<file path="src/rtl/mux_arb_pkg.sv">
// Shared types and sizes for the 4-requester round-robin mux arbiter.
package mux_arb_pkg;

  localparam int unsigned N_REQ = 4;
  localparam int unsigned SEL_W = 2;

  typedef enum logic {
    IDLE  = 1'b0,
    GRANT = 1'b1
  } arb_state_t;

  typedef logic [SEL_W-1:0] sel_t;

endpackage : mux_arb_pkg

</file>
<file path="src/rtl/rr_pick.sv">
// Round-robin picker: first set request at or after ptr, wrapping mod 4.
module rr_pick
  import mux_arb_pkg::*;
(
  input  logic [N_REQ-1:0] req,
  input  sel_t             ptr,
  output logic             found,
  output sel_t             idx
);

  logic [2*N_REQ-1:0] req_dbl;
  logic [N_REQ-1:0]   req_rot;
  sel_t               off;

  // Rotate so ptr lands at bit 0, find lowest set bit, then rotate the index back.
  always_comb begin
    req_dbl = {req, req};
    req_rot = req_dbl[ptr +: N_REQ];
    found   = 1'b0;
    off     = '0;
    for (int i = N_REQ - 1; i >= 0; i--) begin
      if (req_rot[i]) begin
        found = 1'b1;
        off   = SEL_W'(i);
      end
    end
    idx = ptr + off;
  end

endmodule : rr_pick

</file>
<file path="src/rtl/mux4_rr_arbiter.sv">
// Packet-holding round-robin arbiter driving a shared 4:1 data mux.
module mux4_rr_arbiter
  import mux_arb_pkg::*;
#(
  parameter int unsigned DATA_W = 8
) (
  input  logic                    clk,
  input  logic                    rst_n,
  input  logic [3:0]              req_valid,
  input  logic [4*DATA_W-1:0]     req_data,
  input  logic [3:0]              req_last,
  output logic [3:0]              req_ready,
  output logic                    out_valid,
  output logic [DATA_W-1:0]       out_data,
  output logic                    out_last,
  input  logic                    out_ready,
  output logic [3:0]              grant,
  output logic [1:0]              sel,
  output logic                    busy
);

  arb_state_t       state_q, state_d;
  sel_t             ptr_q, ptr_d;
  sel_t             sel_q, sel_d;
  logic [N_REQ-1:0] grant_q, grant_d;
  logic             busy_q, busy_d;

  logic pick_found;
  sel_t pick_idx;
  logic in_grant;
  logic xfer;

  rr_pick u_pick (
    .req   (req_valid),
    .ptr   (ptr_q),
    .found (pick_found),
    .idx   (pick_idx)
  );

  // Zero-latency datapath: mux selected by the registered owner index.
  always_comb begin
    in_grant  = (state_q == GRANT);
    out_data  = req_data[32'(sel_q) * DATA_W +: DATA_W];
    out_last  = req_last[sel_q];
    out_valid = in_grant & req_valid[sel_q];
    req_ready = (in_grant & out_ready) ? grant_q : '0;
    xfer      = out_valid & out_ready;
  end

  // Next-state: arbitrate in IDLE, hold the owner until its last beat is accepted.
  always_comb begin
    state_d = state_q;
    ptr_d   = ptr_q;
    sel_d   = sel_q;
    grant_d = grant_q;
    busy_d  = busy_q;
    unique case (state_q)
      IDLE: begin
        if (pick_found) begin
          state_d = GRANT;
          sel_d   = pick_idx;
          grant_d = N_REQ'(1) << pick_idx;
          busy_d  = 1'b1;
        end
      end
      GRANT: begin
        if (xfer && out_last) begin
          state_d = IDLE;
          ptr_d   = sel_q + SEL_W'(1);
          grant_d = '0;
          busy_d  = 1'b0;
        end
      end
      default: begin
        state_d = IDLE;
        grant_d = '0;
        busy_d  = 1'b0;
      end
    endcase
  end

  // State and arbitration registers.
  always_ff @(posedge clk or negedge rst_n) begin
    if (!rst_n) begin
      state_q <= IDLE;
      ptr_q   <= '0;
      sel_q   <= '0;
      grant_q <= '0;
      busy_q  <= 1'b0;
    end else begin
      state_q <= state_d;
      ptr_q   <= ptr_d;
      sel_q   <= sel_d;
      grant_q <= grant_d;
      busy_q  <= busy_d;
    end
  end

  assign grant = grant_q;
  assign sel   = sel_q;
  assign busy  = busy_q;

endmodule : mux4_rr_arbiter

</file>
<file path="config.mk">
export PLATFORM = sky130hd
export DESIGN_NAME = mux4_rr_arbiter
export DESIGN_NICKNAME = d
export VERILOG_FILES = /design/src/rtl/mux_arb_pkg.sv /design/src/rtl/rr_pick.sv /design/src/rtl/mux4_rr_arbiter.sv
export SDC_FILE = /design/constraint.sdc
export NUM_CORES = 1
export LEC_CHECK = 0
export CAP_MARGIN = 40
export CELL_PAD_IN_SITES_DETAIL_PLACEMENT = 1
export CELL_PAD_IN_SITES_GLOBAL_PLACEMENT = 1
export CORE_AREA = 4 4 69 71
export CTS_CLUSTER_DIAMETER = 50
export DETAILED_ROUTE_END_ITERATION = 8
export DIE_AREA = 0 0 73 75
export PLACE_DENSITY_LB_ADDON = 0.1
export REMOVE_ABC_BUFFERS = 1
export SLEW_MARGIN = 20
export SYNTH_ARGS = -nofsm -noshare
export SYNTH_HDL_FRONTEND = slang
export SYNTH_SLANG_ARGS = --single-unit
</file>
<file path="constraint.sdc">
create_clock -name clk -period 1.6 [get_ports clk]
set_clock_uncertainty 0.05 [all_clocks]
set_input_delay 0.32 -clock clk [delete_from_list [all_inputs] [get_ports clk]]
set_output_delay 0.32 -clock clk [all_outputs]
set_load 0.1 [all_outputs]
</file>
wire_density.png
The bar under the picture is 20 um long. The die is cut into 15 by 15 equal tiles; white is low, dark blue is high, scaled to the fullest tile. Values are wire area over tile area, all layers added.
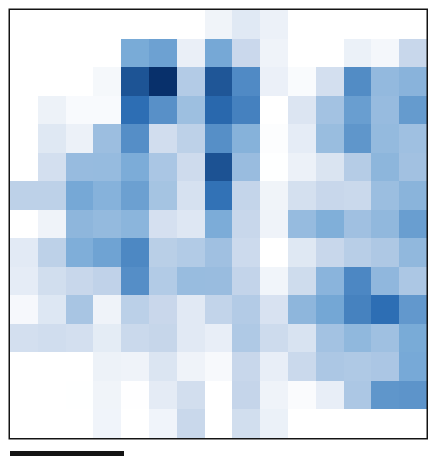
- fullest tile: 0.40
- tiles over half the peak: 14%
- mean over tiles: 0.10
- nearly empty tiles: 21%
- emptiest ninth of the die: bottom left
GRT Overall Usage: 0.1251
final wirelength: 3.455 mm
wire per inst: 16.07 um

final_clocks.png
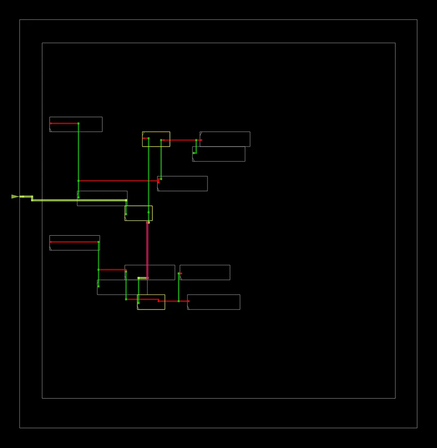
clk pwr: 0.252 mW
FFs & Latches: 10
Worst-Skew Late Latency: 0.23 ns
clock sinks: 10
clock buffers: 3

zoom.png
Window x 16 to 56, y 18 to 58 um. Cells in gray, sequential cells in the stronger gray; small squares are vias.
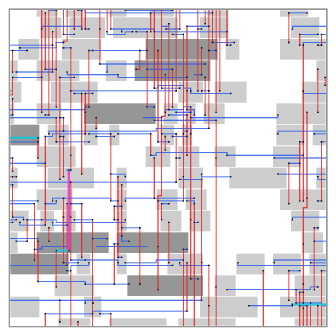
- magenta: met4
- cyan: met3
- blue: met1
- red: met2
- most frequent: buf_4 (13), clkdlybuf4s50_1 (8), nand2_1 (7)
- netlist names of flops here include: grant (2), ptr_q (2), sel (2)
- cells with their middle in the window: 70
- sequential cells in the window: 7

==> results.toml <==
# generated from flow reports
[placement]
dp.cells = 207
port_buffers = 63
hpwl_mm = 2.844
dpl-instance-area_um2 = 1859
place.gp.congestion = 0.8148
pre_cts_ws_ns = -0.8591

[power]
seq_power_share = 0.119
finalPower_mw = 4.414
p_sw_frac = 0.5386
powerDensity_nw_per_um2 = 2192
cellLeakagePower_nw = 0.8317
switching_power_mw = 2.377
p_int_mw = 2.036
p_comb_mw = 3.64

[floorplanning]
die_h_um = 75
rows = 24
floorplanUtilization = 0.2027
die_w_um = 73

[worst_setup_path]
crit_type = "in -> out"
cp_num_buf_inv = 3
timing.rr.start = "ptr_q[0]"
end_kind = "output pin"
slowest_stage = "mux4_2"
r2r-end = "grant[0]"
r2r.worst_path.cells = 6
cp.depth = 5
crit_fanout = 6
worst_path_dominant_cell_family = "buffers and inverters"

[synth]
syn_area_per_cell_um2 = 10.60
yosysCellCount = 81
area_leaders = "dfrtp_1, mux4_2, nand2_1"
synthTopCellsByCount = "dfrtp_1, nand2_1, mux4_2"
syn_inst = 81
postSynthSeqShare = 0.2915
edf_count = 0
syn_area_um2 = 858.3
synth_warnings = 0
synthFlopType = "dfrtp_1"
top_area_cell = "dfrtp_1"
top_cell_area_share = 0.2915

[final_layout]
final_nets = 209
regArea_um2 = 254.0
dominant_cells = "non-clock buffers"
inv_count = 1
area_growth_pct = 134.5
fillerInstances = 459
seq_share = 0.1262
comb_area_um2 = 631.9
comb_share = 0.3139
logic_gate_count = 64
layout_top_cell = "clkdlybuf4s50_1"
final_cell_mix = "clkdlybuf4s50_1, buf_12, buf_4"

[clock_network]
numCtsBuffers = 3
cts_tree = "built"
post_cts_resized = 32
cts_setup_buffers = 5
clock_path_buffers = 2

[drt]
ant_nets = 0
viasPerCell = 4.777
drc = 0
dr.pass1.iters = 4

[timing]
relSlewSlack = 0.6898
finalSetupViolCount = 19
fin_ws_ns = -0.3183
max_slew.worst_pin.slew_ns = 0.4638
layout_min_cycle_time_ns = 1.918
rsz0062_at_grt = "true"

[outcome]
violations = "negative setup slack"
outcome = "finished, violations left"

[global_routing]
gr-total-overflow = 0

[job]
warnings = 27
met3.png
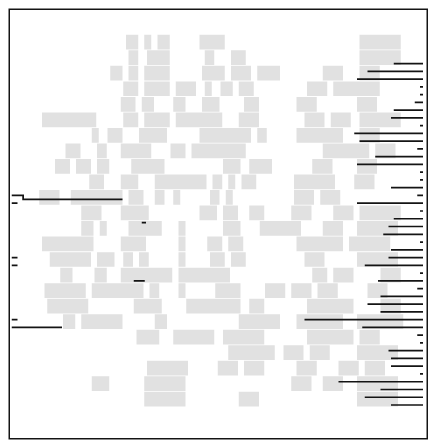
- longest straight run: 20.5 um
- nets with wire on the layer: 52
- main direction: horizontal
Via Count: 1027
met3 GRT Util: 0.01869

clock_map.png
The bar under the picture is 20 um long.
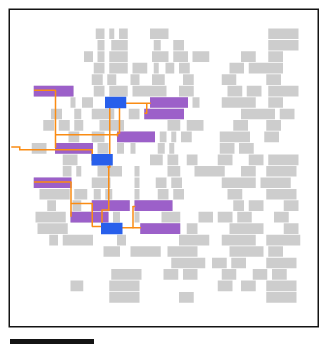
- blue: cells driving clock nets (count 3)
- purple: flip-flops (count 10)
- orange: clock wires (length 152 um)
- routed clock nets: 4
Clock Power Share: 0.057

per-layer routing:
layer | GRT usage | wire, um | up-vias
li1 | - | - | 476
met3 | 0.01869 | 286 | 2
met5 | 0 | 0 | -
met1 | 0.1476 | 1458 | 496
met2 | 0.2363 | 1700 | 53
met4 | 0.03074 | 10 | 0
logic make-up after synthesis:
kind of cell / after synthesis / share of synthesized area
AND-OR/OR-AND: 17 / 0.1487
XOR/XNOR: 3 / 0.03062
multiplexers: 11 / 0.2784
adder cells (fa/ha/maj): 1 / 0.01457
buffers and inverters: 7 / 0.04227
AND/OR/NAND/NOR: 32 / 0.1939
flip-flops: 10 / 0.2915
sequential cells by signal, summed over array words and instances (netlist names):
name,flops
busy,1
in_grant,1
sel,2
grant,4
ptr_q,2
Power and IR drop assume default switching activity.
